File: src/rtl/usb_cdc_pkg.sv
// Shared definitions for the USB CDC input path: report FSM states and the
// default debounce timing for a 48 MHz clock.
package usb_cdc_pkg;

  typedef enum logic [0:0] {
    IDLE = 1'b0,
    HOLD = 1'b1
  } report_state_e;

  localparam int unsigned DEFAULT_TICK_DIV       = 48000;
  localparam int unsigned DEFAULT_DEBOUNCE_TICKS = 5;

endpackage

File: src/rtl/debounce_bit.sv
// One input bit: two-flop synchroniser, tick-driven debounce counter and the
// accepted stable level. upd_o pulses in the cycle the stable level flips.
module debounce_bit
  import usb_cdc_pkg::*;
#(
  parameter int unsigned DEBOUNCE_TICKS = DEFAULT_DEBOUNCE_TICKS
) (
  input  logic clk,
  input  logic rstn_i,
  input  logic tick_i,
  input  logic pin_i,
  output logic stable_o,
  output logic upd_o
);

  localparam int unsigned           CNT_W    = $clog2(DEBOUNCE_TICKS + 1);
  localparam logic [CNT_W-1:0]      CNT_LAST = CNT_W'(DEBOUNCE_TICKS - 1);

  logic [1:0]       sync_q, sync_d;
  logic [CNT_W-1:0] cnt_q, cnt_d;
  logic             stable_q, stable_d;
  logic             sync;
  logic             upd;

  assign sync = sync_q[1];

  always_comb begin
    // NOTE: every signal gets a default first so no path leaves it unassigned (no latch).
    sync_d   = {sync_q[0], pin_i};
    cnt_d    = cnt_q;
    stable_d = stable_q;
    upd      = 1'b0;
    if (sync == stable_q) begin
      cnt_d = '0;
    end else if (tick_i) begin
      if (cnt_q == CNT_LAST) begin
        stable_d = sync;
        cnt_d    = '0;
        upd      = 1'b1;
      end else begin
        cnt_d = cnt_q + 1'b1;
      end
    end
  end

  // NOTE: state flops use non-blocking assignment so all flops sample pre-edge values.
  always_ff @(posedge clk or negedge rstn_i) begin
    if (!rstn_i) begin
      sync_q   <= '0;
      cnt_q    <= '0;
      stable_q <= 1'b0;
    end else begin
      sync_q   <= sync_d;
      cnt_q    <= cnt_d;
      stable_q <= stable_d;
    end
  end

  assign stable_o = stable_q;
  assign upd_o    = upd;

endmodule

File: src/rtl/input_debouncer.sv
// Debounces the raw input pins on a shared tick and reports each accepted
// change once through a valid/ready handshake with a sticky overrun flag.
module input_debouncer
  import usb_cdc_pkg::*;
#(
  parameter int unsigned WIDTH          = 8,
  parameter int unsigned TICK_DIV       = DEFAULT_TICK_DIV,
  parameter int unsigned DEBOUNCE_TICKS = DEFAULT_DEBOUNCE_TICKS
) (
  input  logic             clk,
  input  logic             rstn_i,
  input  logic [WIDTH-1:0] inputs_i,
  output logic [WIDTH-1:0] inputs_o,
  output logic             change_valid_o,
  input  logic             change_ready_i,
  output logic [WIDTH-1:0] change_data_o,
  output logic [WIDTH-1:0] change_mask_o,
  output logic             overrun_o
);

  localparam int unsigned      DIV_W    = $clog2(TICK_DIV);
  localparam logic [DIV_W-1:0] DIV_LAST = DIV_W'(TICK_DIV - 1);

  logic [DIV_W-1:0] div_q, div_d;
  logic             tick;
  logic [WIDTH-1:0] stable, upd;
  logic [WIDTH-1:0] pending_q, pending_d;
  logic [WIDTH-1:0] data_q, data_d;
  logic [WIDTH-1:0] mask_q, mask_d;
  logic             overrun_q, overrun_d;
  logic             load;
  report_state_e    state_q, state_d;

  // Free-running prescaler shared by all bits.
  assign tick = (div_q == DIV_LAST);

  always_comb begin
    div_d = tick ? '0 : div_q + 1'b1;
  end

  for (genvar i = 0; i < WIDTH; i++) begin : g_bit
    debounce_bit #(
      .DEBOUNCE_TICKS(DEBOUNCE_TICKS)
    ) u_bit (
      .clk     (clk),
      .rstn_i  (rstn_i),
      .tick_i  (tick),
      .pin_i   (inputs_i[i]),
      .stable_o(stable[i]),
      .upd_o   (upd[i])
    );
  end

  // Report FSM: next state.
  always_comb begin
    state_d = state_q;
    unique case (state_q)
      IDLE:    if (|pending_q)     state_d = HOLD;
      HOLD:    if (change_ready_i) state_d = IDLE;
      default:                     state_d = IDLE;
    endcase
  end

  // Report FSM: outputs. Valid is purely registered state, never a function of ready.
  always_comb begin
    change_valid_o = (state_q == HOLD);
  end

  // An upd in the load cycle goes straight into the loaded mask; stable ^ upd
  // is the level after this cycle's update.
  always_comb begin
    load      = (state_q == IDLE) && (|pending_q);
    pending_d = load ? '0 : (pending_q | upd);
    data_d    = load ? (stable ^ upd) : data_q;
    mask_d    = load ? (pending_q | upd) : mask_q;
    overrun_d = overrun_q | (|(pending_q & upd));
  end

  always_ff @(posedge clk or negedge rstn_i) begin
    if (!rstn_i) begin
      div_q     <= '0;
      state_q   <= IDLE;
      pending_q <= '0;
      data_q    <= '0;
      mask_q    <= '0;
      overrun_q <= 1'b0;
    end else begin
      div_q     <= div_d;
      state_q   <= state_d;
      pending_q <= pending_d;
      data_q    <= data_d;
      mask_q    <= mask_d;
      overrun_q <= overrun_d;
    end
  end

  assign inputs_o      = stable;
  assign change_data_o = data_q;
  assign change_mask_o = mask_q;
  assign overrun_o     = overrun_q;

endmodule

File: config.mk
export PLATFORM = sky130hd
export DESIGN_NAME = input_debouncer
export DESIGN_NICKNAME = d
export VERILOG_FILES = /design/src/rtl/usb_cdc_pkg.sv /design/src/rtl/debounce_bit.sv /design/src/rtl/input_debouncer.sv
export SDC_FILE = /design/constraint.sdc
export NUM_CORES = 1
export LEC_CHECK = 0
export ABC_AREA = 1
export CORE_MARGIN = 8
export CORE_UTILIZATION = 58
export CTS_CLUSTER_DIAMETER = 30
export DETAILED_ROUTE_END_ITERATION = 8
export GPL_TIMING_DRIVEN = 0
export HOLD_SLACK_MARGIN = 0.12
export PLACE_DENSITY_LB_ADDON = 0.08
export SLEW_MARGIN = 20
export SYNTH_ARGS = -nofsm -noshare
export SYNTH_HDL_FRONTEND = slang
export SYNTH_SLANG_ARGS = --single-unit
File: constraint.sdc
create_clock -name clk -period 2.3 [get_ports clk]
set_clock_uncertainty 0.2 [all_clocks]
set_input_delay 0.345 -clock clk [delete_from_list [all_inputs] [get_ports clk]]
set_output_delay 0.345 -clock clk [all_outputs]
set_load 0.05 [all_outputs]
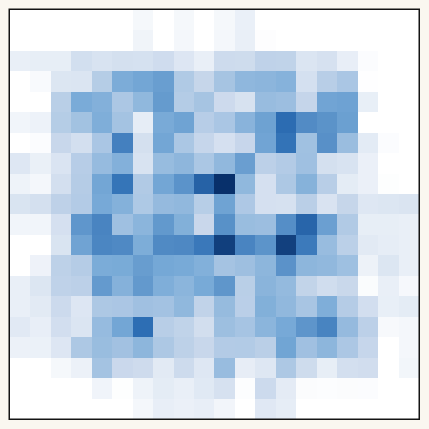
*Routed metal per tile*
Drawn at 4 px/µm. 20 x 20 tiles, from white (low) to dark blue (high), scaled to the fullest tile. Values are wire area over tile area, all layers added.
fullest tile: 0.54
tiles over half the peak: 14%
mean over tiles: 0.14
Total Routing Usage GR: 0.1869
final WL: 8923 µm
routed vias: 3219
Routed WL per cell: 14.39 µm

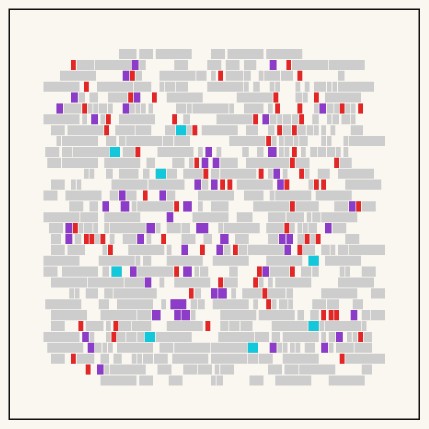
*Logic cells by family*
Drawn at 4 px/µm.
[red] inverters | cells: 72
[cyan] AND-OR and OR-AND gates | cells: 8
[purple] inverting AOI/OAI gates | cells: 54

==> impl_metrics.ini <==
; physical design summary
[floorplanning]
initCoreUtil = 0.5964
chip_area_um2 = 10430

[clock_tree]
htree_levels = 3
post-cts-setup-buffers = 0
cts_resized = 0

[power_and_ir_drop]
leakage_nw = 2.527
power_density_nw_per_um2 = 569.5

[routing]
ant_nets = 0
route.detailed.drc = 0
viasPerCell = 5.192

[worst_setup_path]
cp.required_ps = 1750
cp_slowest_cell = clkdlybuf4s50_1
critPathLaunch = g_bit[4].u_bit.stable_o
endpoint_kind = output pin
crit_fanout = 3
ff2ff_setup_slack_ps = 170

[run_status]
status = complete, no violations

[logic_synthesis]
synth.logic.top_family = simple AND/OR/NAND/NOR gates
ys_async_sr_fraction = 1.000
ys_sh_aoi = 0.08171
ys_types = 31
synth.avg_cell_area_um2 = 9.214
syn_area_um2 = 4303
top_cell_area_share = 0.5234
seq_area_frac_synth = 0.5234
syn-num-nets = 495
yosys-stat-area_um2 = 4303

[sta]
fin_tns_setup_ps = 0
slew_viol_final = 0
relSlewSlack = 0.5618
final-setup-viol-count = 0
tightest_slew_ps = 657.2
grt_setup_unrepaired = false

[hold_path]
min_from = g_bit[2].u_bit.sync_q[0]
holdPathEnd = g_bit[2].u_bit.sync_q[1]

[placed_design]
io_buffers = 36
dpl_cell_area_um2 = 4812
hpwl_um = 6507
pre_cts_slack_ps = 148.4

[final_layout]
n_antenna_cell = 0
fill_cells = 589
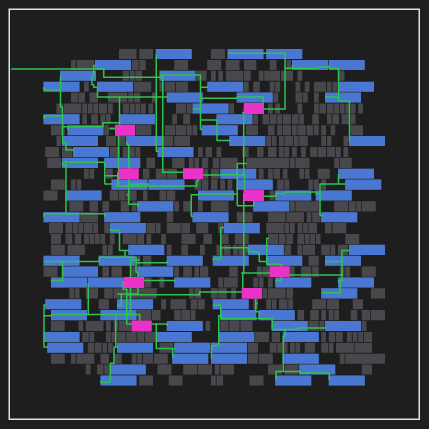
*Clock network drawn from the DEF*
Drawn at 4 px/µm.
[blue] flip-flops | count: 90
[green] clock wires | length: 975 µm
[magenta] clock drivers | count: 9
routed clock nets: 10
flops lie: spread over the die
Clock Latency Late Sink: 350 ps
P_clk: 1.18 mW
Clk network pwr share: 0.410

==> cell type report <==
| cell class | instances | area [µm²] | share of cell area |
|---|---|---|---|
| repair buffers | 38 | 395.4 | 0.07841 |
| clock inverters | 4 | 75.07 | 0.01489 |
| clock buffers | 12 | 145.1 | 0.02878 |
| inverters | 72 | 270.3 | 0.05360 |
| flip-flops and latches | 90 | 2252 | 0.4466 |
| multi-input cells | 290 | 1668 | 0.3308 |
| well taps | 99 | 123.9 | 0.02457 |
| plain buffers | 15 | 112.6 | 0.02233 |
==> sequential cells by signal, indices dropped and copies added (netlist names) <==
name	count
change_data_o	8
change_mask_o	8
change_valid_o	1
div_q	16
g_bit.u_bit.cnt_q	24
g_bit.u_bit.stable_o	8
g_bit.u_bit.sync_q	16
overrun_o	1
pending_q	8
==> power breakdown <==
group	switching [mW]	leakage (nW)	internal (mW)
sequential	0.00758	1.21	1.60
combinational	0.0583	1.22	0.0318
clock	0.534	0.103	0.643
==> Yosys cell counts (all sizes together) (7+ instances only) <==
| cell | number |
|---|---|
| a31oi | 9 |
| ha | 17 |
| nor2 | 46 |
| nor3 | 12 |
| dfrtp | 90 |
| nand4 | 18 |
| nand3 | 30 |
| and2 | 7 |
| inv | 72 |
| nand3b | 8 |
| a21o | 7 |
| buf | 15 |
| a21oi | 15 |
| xor2 | 14 |
| o21ai | 29 |
| nand2 | 68 |
==> through the flow <==
stage,util,hold slack [ps]
after detailed placement,0.6670,134.7
after floorplan,-,-150.6
final,0.6989,152.7
after global placement,0.6635,132.6
after global routing,0.6989,158.2
after CTS,0.6989,154.2
==> per-layer routing <==
metal / vias up / global-route usage / wire length [µm]
li1: 1598 / - / -
met1: 1535 / 0.2295 / 3945
met2: 75 / 0.3123 / 4403
met3: 11 / 0.04837 / 444
met4: 0 / 0.06208 / 129
met5: - / 0 / 0
No activity file was given, so power comes from the tool's default toggle rates.
